## src/rtl/delay_line_pkg.sv

```systemverilog
// Shared types and helpers for the delay_line block.
package delay_line_pkg;

  // Flush controller states: RUN = delay stable, FLUSH = draining after a delay change.
  typedef enum logic [0:0] {
    RUN   = 1'b0,
    FLUSH = 1'b1
  } state_t;

  // Clamp a requested delay into the legal range 1..max_delay.
  function automatic int unsigned clamp_delay(input int unsigned delay,
                                              input int unsigned max_delay);
    int unsigned res;
    res = delay;
    if (delay == 0) begin
      res = 1;
    end else if (delay > max_delay) begin
      res = max_delay;
    end
    return res;
  endfunction

endpackage

```

## src/rtl/delay_line_flush_ctrl.sv

```systemverilog
// Delay-change controller for delay_line: holds the active delay, detects
// changes and times the flush window (settled goes high once the new delay
// has been in force for delay_q enabled cycles).
module delay_line_flush_ctrl
  import delay_line_pkg::*;
#(
  parameter int unsigned DW            = 5,
  parameter int unsigned DEFAULT_DELAY = 1
) (
  input  logic          clk_in,
  input  logic          rst_in,
  input  logic          en_in,
  input  logic [DW-1:0] delay_c,
  output logic          flush_c,
  output logic [DW-1:0] delay_q,
  output logic          settled
);

  state_t        state, state_nxt;
  logic [DW-1:0] fcnt, fcnt_nxt;
  logic [DW-1:0] delay_nxt;

  // State, flush counter, active delay and settled flag registers.
  always_ff @(posedge clk_in) begin
    if (rst_in) begin
      state   <= RUN;
      fcnt    <= '0;
      delay_q <= DW'(DEFAULT_DELAY);
      settled <= 1'b1;
    end else begin
      state   <= state_nxt;
      fcnt    <= fcnt_nxt;
      delay_q <= delay_nxt;
      settled <= (state_nxt == RUN);
    end
  end

  // Next-state logic; a delay change (re)starts the flush from either state.
  always_comb begin
    state_nxt = state;
    fcnt_nxt  = fcnt;
    delay_nxt = delay_q;
    flush_c   = 1'b0;
    if (en_in) begin
      if (delay_c != delay_q) begin
        flush_c   = 1'b1;
        delay_nxt = delay_c;
        fcnt_nxt  = delay_c - DW'(1);
        state_nxt = FLUSH;
      end else if (state == FLUSH) begin
        if (fcnt == '0) begin
          state_nxt = RUN;
        end else begin
          fcnt_nxt = fcnt - DW'(1);
        end
      end
    end
  end

endmodule

```

## src/rtl/delay_line.sv

```systemverilog
// Run-time selectable delay line for a WIDTH-bit word plus valid flag.
// Delay is 1..MAX_DELAY enabled cycles; en_in=0 freezes everything.
// Optional feature: define DELAY_LINE_OCCUPANCY_EN to add occupancy_out,
// the number of valid samples inside the active delay window.
module delay_line
  import delay_line_pkg::*;
#(
  parameter int unsigned  WIDTH         = 8,
  parameter int unsigned  MAX_DELAY     = 16,
  parameter int unsigned  DEFAULT_DELAY = 1,
  localparam int unsigned DW            = $clog2(MAX_DELAY + 1)
) (
  input  logic             clk_in,
  input  logic             rst_in,
  input  logic             en_in,
  input  logic [DW-1:0]    delay_in,
  input  logic             valid_in,
  input  logic [WIDTH-1:0] data_in,
  output logic             valid_out,
  output logic [WIDTH-1:0] data_out,
`ifdef DELAY_LINE_OCCUPANCY_EN
  output logic [DW-1:0]    occupancy_out,
`endif
  output logic             settled_out
);

  logic [DW-1:0]        delay_c;
  logic [DW-1:0]        delay_q;
  logic                 flush_c;
  logic [MAX_DELAY-1:0] st_v;
  logic [MAX_DELAY-1:0] nxt_v;
  logic [WIDTH-1:0]     st_d [MAX_DELAY];

  // Requested delay forced into the legal range.
  always_comb begin
    delay_c = DW'(clamp_delay(32'(delay_in), MAX_DELAY));
  end

  delay_line_flush_ctrl #(
    .DW            (DW),
    .DEFAULT_DELAY (DEFAULT_DELAY)
  ) u_flush_ctrl (
    .clk_in  (clk_in),
    .rst_in  (rst_in),
    .en_in   (en_in),
    .delay_c (delay_c),
    .flush_c (flush_c),
    .delay_q (delay_q),
    .settled (settled_out)
  );

  // Next valid vector: on a flush only the incoming sample survives.
  always_comb begin
    nxt_v    = '0;
    nxt_v[0] = valid_in;
    for (int i = 1; i < MAX_DELAY; i++) begin
      nxt_v[i] = flush_c ? 1'b0 : st_v[i-1];
    end
  end

  // Storage shift register; data bits shift unconditionally, valid follows nxt_v.
  always_ff @(posedge clk_in) begin
    if (rst_in) begin
      st_v <= '0;
      for (int i = 0; i < MAX_DELAY; i++) begin
        st_d[i] <= '0;
      end
    end else if (en_in) begin
      st_v    <= nxt_v;
      st_d[0] <= data_in;
      for (int i = 1; i < MAX_DELAY; i++) begin
        st_d[i] <= st_d[i-1];
      end
    end
  end

  // Output tap at stage delay_q-1; data gated to zero when not valid.
  always_comb begin
    valid_out = 1'b0;
    data_out  = '0;
    for (int i = 0; i < MAX_DELAY; i++) begin
      if (delay_q == DW'(i + 1)) begin
        valid_out = st_v[i];
        data_out  = st_v[i] ? st_d[i] : '0;
      end
    end
  end

`ifdef DELAY_LINE_OCCUPANCY_EN
  logic [DW-1:0] delay_nxt;
  logic [DW-1:0] occ_nxt;

  // Count valid samples that will sit inside the active window after this edge.
  always_comb begin
    delay_nxt = flush_c ? delay_c : delay_q;
    occ_nxt   = '0;
    for (int i = 0; i < MAX_DELAY; i++) begin
      if ((DW'(i) < delay_nxt) && nxt_v[i]) begin
        occ_nxt = occ_nxt + DW'(1);
      end
    end
  end

  // Occupancy register, advanced together with the shift.
  always_ff @(posedge clk_in) begin
    if (rst_in) begin
      occupancy_out <= '0;
    end else if (en_in) begin
      occupancy_out <= occ_nxt;
    end
  end
`endif

endmodule

```

## config.mk

```make
export PLATFORM = sky130hd
export DESIGN_NAME = delay_line
export DESIGN_NICKNAME = d
export VERILOG_FILES = /design/src/rtl/delay_line_pkg.sv /design/src/rtl/delay_line_flush_ctrl.sv /design/src/rtl/delay_line.sv
export SDC_FILE = /design/constraint.sdc
export NUM_CORES = 1
export LEC_CHECK = 0
export CORE_MARGIN = 1
export CORE_UTILIZATION = 50
export DETAILED_ROUTE_END_ITERATION = 8
export MAX_ROUTING_LAYER = met4
export PLACE_DENSITY = 0.67
export SYNTH_ARGS = -nofsm -noshare
export SYNTH_HDL_FRONTEND = slang
export SYNTH_SLANG_ARGS = --single-unit
```

## constraint.sdc

```tcl
create_clock -name clk_in -period 10.5 [get_ports clk_in]
set_clock_uncertainty 0.1 [all_clocks]
set_input_delay 3.15 -clock clk_in [delete_from_list [all_inputs] [get_ports clk_in]]
set_output_delay 3.15 -clock clk_in [all_outputs]
set_load 0.01 [all_outputs]
```

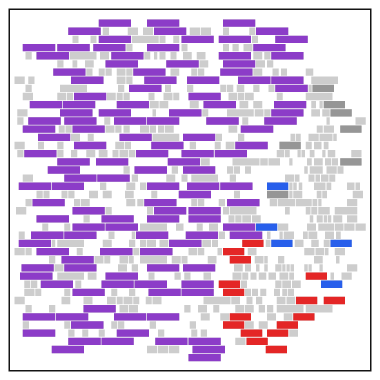
run_1/registers.png
Drawn at 3 px/um.
| name in the netlist | colour | placed flops |
|---|---|---|
| st_d | purple | 128 |
| st_v | red | 16 |
| u_flush_ctrl.delay_q | blue | 5 |
not coloured: 7
Seq/total area: 56.8%
Flop+latch power: 735 uW
final core utilization: 57.9%
Seq. cell area: 0.00440 mm^2

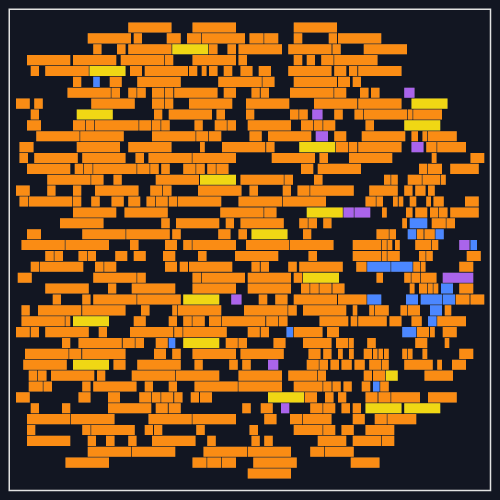
run_1/drive_strength.png
Drawn at 4 px/um.
| size | colour | cells | share |
|---|---|---|---|
| drive 2 | blue | 18 | 3.3% |
| drive 3 to 4 | purple | 11 | 2.0% |
| drive 6 and up | yellow | 18 | 3.3% |
| drive 1 or less | orange | 505 | 91% |
final instance area: 0.00775 mm^2
Repair and plain buffers: 29
final worst setup slack: 4310 ps

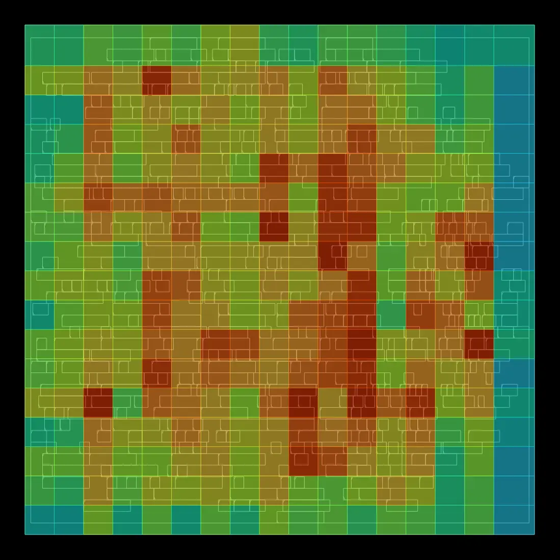
run_1/final_congestion.png
routing usage on met2: 34.6%
GR peak layer: met2
grt met3 use: 5.42%
GRT Util Overall: 22.9%
WL/cell: 20.6 um

==> flow_summary.toml, run 1 <==
# implementation run metrics
[die]
dieArea_mm2 = 0.0144
core-area_mm2 = 0.0134
row_count = 42
core_util_floorplan_pct = 51.9
dieWidth_um = 120

[synthesis]
yosysTopAreaCellShare_pct = 55.2
ys_cells = 533
avgSynthCellArea_um2 = 13.1
synthTopCellsByCount = "128 x edfxtp_1, 81 x and2_1, 49 x nor2b_1, 47 x a22o_1, 32 x a221oi_1"
ys_area_mm2 = 0.00696
edf_count = 128
ys_seq_share_pct = 63.3
synth.most_common_cell = "edfxtp_1"

[final_timing]
holdWs_ps = 378
setup_tns_ps = 0
finalHoldViolCount = 0
min_period_ps = 6190
fmax_mhz = 162

[cells_and_area]
post_route_cells_drive_above_1_share_pct = 8.51
areaGrowthSynthToFinish_pct = 11.4

[critical_path]
r2r-end = "u_flush_ctrl.fcnt[2]"
reg2reg_depth = 9
critPathArrivalTime_ps = 2940
critPathCaptureType = "output port"
worst_path_largest_cell_delay_ps = 610
crit_path_start = "u_flush_ctrl.delay_q[3]"
critPathBufInv = 1
path_delay_family = "simple AND/OR/NAND/NOR gates"

[clock_network]
cts_max_level = 4
cts_tree = "done"

[outcome]
outcome = "finished, final reports clean"

[detailed_routing]
drt_wl_total_um = 15000
first_pass_iters = 5

[place]
port_buffers = 26
place_inst = 697
place.gp.congestion = 0.794

[global_route]
grt_pass1_wl_um = 23600
antenna_found_initial = 0
grt_pass1_vias = 4313

[hold_path]
worstHoldStart = "st_v[15]"
[run 1: cell type report]
| cell class | instances | area (um^2) |
|---|---|---|
| clock inverters | 11 | 72.6 |
| well taps | 176 | 220 |
| repair buffers | 29 | 278 |
| multi-input cells | 329 | 2310 |
| fillers | 1096 | 5650 |
| clock buffers | 20 | 437 |
| flip-flops and latches | 156 | 4400 |
| inverters | 7 | 28.8 |
[run 1: cell usage in the layout (no fill, tap or decap), drive strengths merged, types with 4 or more instances in the layout]
cell type and instances:
nor2 17, inv 7, edfxtp 128, clkbuf 20, buf 4, nand2 10
a21oi 6, clkdlybuf4s50 25, clkinvlp 4, nor2b 50, a22o 47, clkinv 7
nand4 9, and2 81, nor4 7, mux2i 5, nor3 7, nand3 4
and3 14, dfxtp 28, a221oi 33
[run 1: flip-flops by register name, summed over array words and instances, names as in the netlist]
register              cells
st_v                     16
st_d                    128
u_flush_ctrl.state        1
u_flush_ctrl.settled      1
u_flush_ctrl.delay_q      5
u_flush_ctrl.fcnt         5
[run 1: metal layers]
layer,vias to the layer above,global-route usage [%],share of wire [%]
met2,146,34.6,48
met1,2204,30.3,44
met4,0,8.36,1.8
met5,-,-,0
met3,20,5.42,5.9
li1,2029,-,-
[run 1: power by group]
| part | leakage [uW] | total [uW] | switching [uW] | internal (uW) |
|---|---|---|---|---|
| combinational | 0.00102 | 72.1 | 41.5 | 30.6 |
| clock | 0.000240 | 534 | 235 | 299 |
| sequential | 0.00164 | 735 | 23.4 | 712 |
[run 1: kinds of logic after synthesis]
logic type | Yosys count | synth area share, %
AND/OR/NAND/NOR | 213 | 18.6
flip-flops | 156 | 63.3
AND-OR/OR-AND | 106 | 13.1
buffers and inverters | 48 | 3.56
multiplexers | 6 | 0.881
XOR/XNOR | 3 | 0.378
adder cells (fa/ha/maj) | 1 | 0.180
run_1/met2.png
Drawn at 3 px/um.
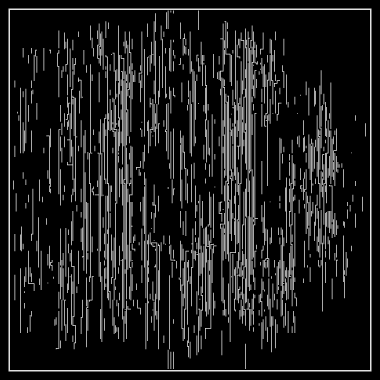

==> run 2: changes to the inputs <==
- clock period: 10.5 -> 6 ns (I/O delays scaled with it)
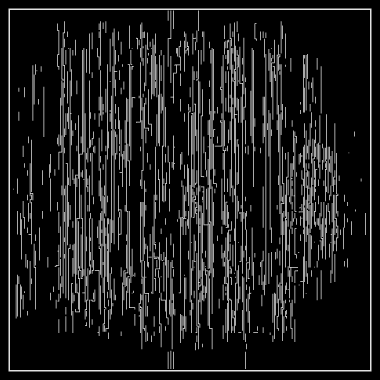
run_2/met2.png
Drawn at 3 px/um.
share of all routed wire: 48%
wire length on this layer: 7260 um
main direction: vertical
routing usage on met2: 36.7%
final WL: 15200 um
vias: 4425

==> run 2 against run 1 <==
Die area did not move. Count of clock-buffer cells in the layout fell by 2. First-iteration DRC count rose by 41%. Total power rose by 85%. Global-route usage rose by 0.33 points. Via count rose by 0.59%. Synthesized cell count did not move.
==> flow_summary.toml, run 2 <==
# implementation run metrics
[global_route]
grt_pass1_wl_um = 24000
grt_pass1_vias = 4374
grt_usage_pct = 23.3
antenna_found_initial = 0

[synthesis]
synth.most_common_cell = "edfxtp_1"
ys_cells = 533
yosysTopAreaCellShare_pct = 55.2
avgSynthCellArea_um2 = 13.1
ys_area_mm2 = 0.00696
synthTopCellsByCount = "128 x edfxtp_1, 81 x and2_1, 49 x nor2b_1, 47 x a22o_1, 32 x a221oi_1"
ys_seq_share_pct = 63.3

[final_timing]
setup_tns_ps = 0
holdWs_ps = 383
min_period_ps = 4850
fmax_mhz = 206

[cells_and_area]
areaGrowthSynthToFinish_pct = 13.0
finalInstanceArea_mm2 = 0.00786
fin_util_pct = 58.7
layout_top_cell = "edfxtp_1"
top_regs = "st_d (128), st_v (16)"
fill_cells = 1077

[place]
place_inst = 699
place.gp.congestion = 0.786

[outcome]
outcome = "finished, final reports clean"

[clock_network]
cts_max_level = 4

[critical_path]
critPathArrivalTime_ps = 2950

[die]
dieArea_mm2 = 0.0144
core-area_mm2 = 0.0134
run 2: cell counts after synthesis:
No cell type changed its count.
run 2: path summary, 6_finish.rpt:
path	start	end	slack, ps	cells past startpoint
hold reg to reg	st_v[15]	st_v[15]	380	1
setup reg to reg	u_flush_ctrl.delay_q[3]	u_flush_ctrl.fcnt[4]	3530	7
hold / removal	st_v[15]	st_v[15]	380	1
setup / recovery	u_flush_ctrl.delay_q[3]	data_out[0]	1150	6
run 2: power breakdown:
group | leakage (uW) | switching, uW | internal [uW]
Sequential | 0.00164 | 40.4 | 1240
Combinational | 0.00104 | 73.6 | 56.3
Clock | 0.000282 | 418 | 647
run 2: kinds of logic after synthesis:
logic type	count (synthesis)	synth area share (%)
AOI/OAI and AO/OA	106	13.1
buffers and inverters	48	3.56
DFF	156	63.3
muxes	6	0.881
and+or+nand+nor	213	18.6
xor gates and xnor gates	3	0.378
adders and majority gates	1	0.180
run 2: metal layers:
metal  global-route usage (%)  wire length, um  share of wire (%)
met3                     4.61              862                5.7
met4                     8.91              299                2.0
met1                     29.7             6780                 45
met2                     36.7             7260                 48
met5                        -                0                  0
run 2: worst max-delay path, cell delays in order, from the launching register on:
cell and delay (ps):
dfxtp_1 500, nor3b_1 370, and3_1 620, a22o_1 240, a221oi_1 50, nand4_1 180
clkdlybuf4s50_1 570
run 2: cell type report:
cell class / instances / area [um^2] / area share [%]
inverter: 7 / 28.8 / 0.366
multi-input combinational: 329 / 2310 / 29.4
clock inverter: 14 / 150 / 1.91
clock buffer: 18 / 429 / 5.46
tap: 176 / 220 / 2.80
sequential: 156 / 4400 / 56.0
timing repair buffer: 31 / 318 / 4.04
==> run 3: changes to the inputs <==
- clock period: 6 -> 5.05 ns (I/O delays scaled with it)
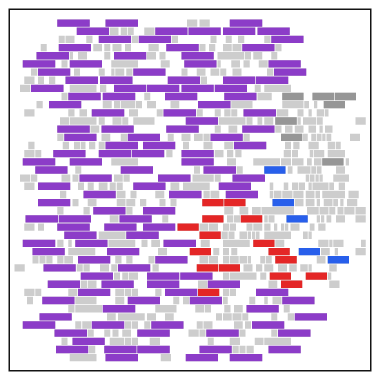
run_3/registers.png
Drawn at 3 px/um.
| name in the netlist | colour | placed flops |
|---|---|---|
| st_v | red | 16 |
| st_d | purple | 128 |
| u_flush_ctrl.delay_q | blue | 5 |
not coloured: 7
final core utilization: 59.5%
Seq/total area: 55.2%

==> run 3 against run 2 <==
Via count rose by 2.2%. Non-clock buffer count increased by 7. Sequential share of layout area down 0.78 points. Critical path depth unchanged.
==> flow_summary.toml, run 3 <==
# implementation run metrics
[critical_path]
critPathArrivalTime_ps = 2970
r2r-end = "u_flush_ctrl.fcnt[2]"
critPathBufInv = 1
reg2reg_from = "u_flush_ctrl.delay_q[4]"
cpMaxStageDelayCell = "and3_1"

[cells_and_area]
top_regs = "st_d (128), st_v (16)"
areaGrowthSynthToFinish_pct = 14.6
layout_top_cell = "edfxtp_1"

[hold_path]
min_to = "st_v[14]"
worstHoldStart = "st_v[13]"
worstHoldPathCells = 1

[final_timing]
holdWs_ps = 392
setup_tns_ps = 0
min_period_ps = 4580
fmax_mhz = 218

[place]
place.gp.congestion = 0.885
place_inst = 706

[power]
internal_power_uw = 2330
p_switching_uw = 636
pwr-share-clk_pct = 42.8
p_comb_uw = 166
maxPowerGroup = "sequential cells"
seq_power_uw = 1530
netSwitchingFraction_pct = 21.5
clk-power_uw = 1270
combPwrFrac_pct = 5.6

[synthesis]
synth.most_common_cell = "edfxtp_1"
ys_seq_share_pct = 63.3
yosysTopAreaCellShare_pct = 55.2
synthTopCellsByCount = "128 x edfxtp_1, 81 x and2_1, 49 x nor2b_1, 47 x a22o_1, 32 x a221oi_1"
avgSynthCellArea_um2 = 13.1

[die]
core-area_mm2 = 0.0134

[global_route]
grt_pass1_wl_um = 25200
grt.busiest_layer = "met2"
grt_pass1_vias = 4452
met2_usage_pct = 38.4
use_met3_pct = 3.94
grt_usage_pct = 24.7

[detailed_routing]
drt_wl_total_um = 16100
num_vias = 4521

[outcome]
outcome = "finished, final reports clean"
-- run 3: cell type report --
| type | count | area [um^2] |
|---|---|---|
| clock buffers | 27 | 536 |
| fillers | 1077 | 5430 |
| clock inverters | 5 | 51.3 |
| multi-input cells | 329 | 2310 |
| well taps | 176 | 220 |
| inverters | 7 | 30.0 |
| repair buffers | 38 | 420 |
| flip-flops and latches | 156 | 4400 |
-- run 3: routing by layer --
layer	wire length [um]	share of wire, %
met5	0	0
met4	347	2.2
met1	7150	44
met3	673	4.2
met2	7900	49
-- run 3: how the worst max path moves through the flow --
| stage | slack [ps] | start | endpoint | cells after the start |
|---|---|---|---|---|
| global route | 350 | u_flush_ctrl.delay_q[3] | data_out[0] | 6 |
| detailed placement | 680 | delay_in[4] | u_flush_ctrl.fcnt[2] | 10 |
| finish | 470 | u_flush_ctrl.delay_q[3] | data_out[0] | 6 |
| floorplan | 210 | rst_in | st_d[0][0] | 4 |
| CTS | 430 | u_flush_ctrl.delay_q[3] | data_out[0] | 6 |
| global placement | 780 | delay_in[4] | u_flush_ctrl.fcnt[2] | 10 |
-- run 3: kinds of logic (layout without fill, tap and decap cells) --
kind of cell | Yosys count | after routing | synth area share (%)
mux | 6 | 6 | 0.881
buf+inv | 48 | 77 | 3.56
xor+xnor | 3 | 3 | 0.378
compound gates | 106 | 106 | 13.1
fa+ha+maj | 1 | 1 | 0.180
flops | 156 | 156 | 63.3
simple gates | 213 | 213 | 18.6
-- run 3: stage by stage --
| stage | worst slack, ps | total power, uW | area (um^2) |
|---|---|---|---|
| after CTS | 429 | 2970 | 7980 |
| final | 467 | 2960 | 7980 |
| after global placement | 779 | 1710 | 7390 |
| after floorplan | 206 | 1650 | 6960 |
| after global routing | 349 | 3050 | 7980 |
| after detailed placement | 680 | 1720 | 7390 |

==> layout pictures side by side <==
A small window of the routed layout.
Region (47, 47) to (72, 72) um. Cells in grey, sequential cells in the stronger grey; small squares are vias.
Plate I
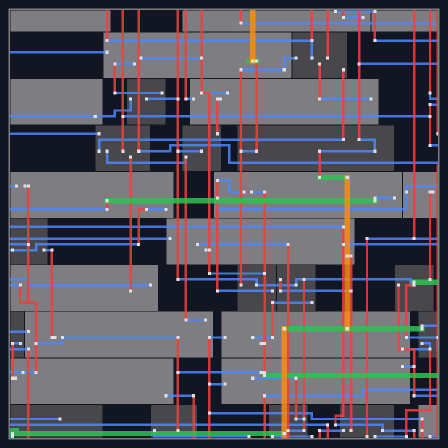
Plate II
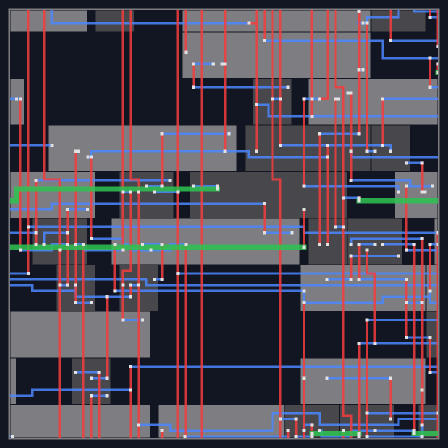
Plate III
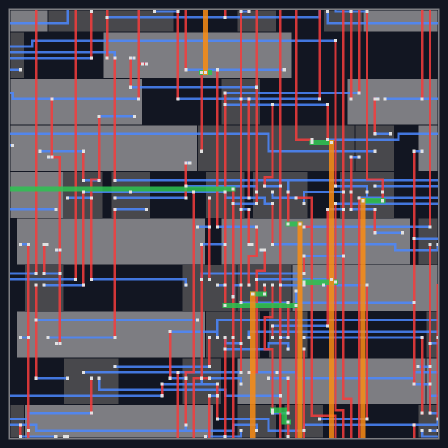
Run 1 is Plate I.
Run 2 is Plate III.
Run 3 is Plate II.

Key to Plate III:
| layer | colour |
|---|---|
| met3 | green |
| met4 | orange |
| met2 | red |
| met1 | blue |
cells with their middle in the window: 27
netlist names of flops here include: st_d (9)
most frequent: edfxtp_1 (9), and2_1 (7)
sequential cells in the window: 9

Power and IR drop assume default switching activity.
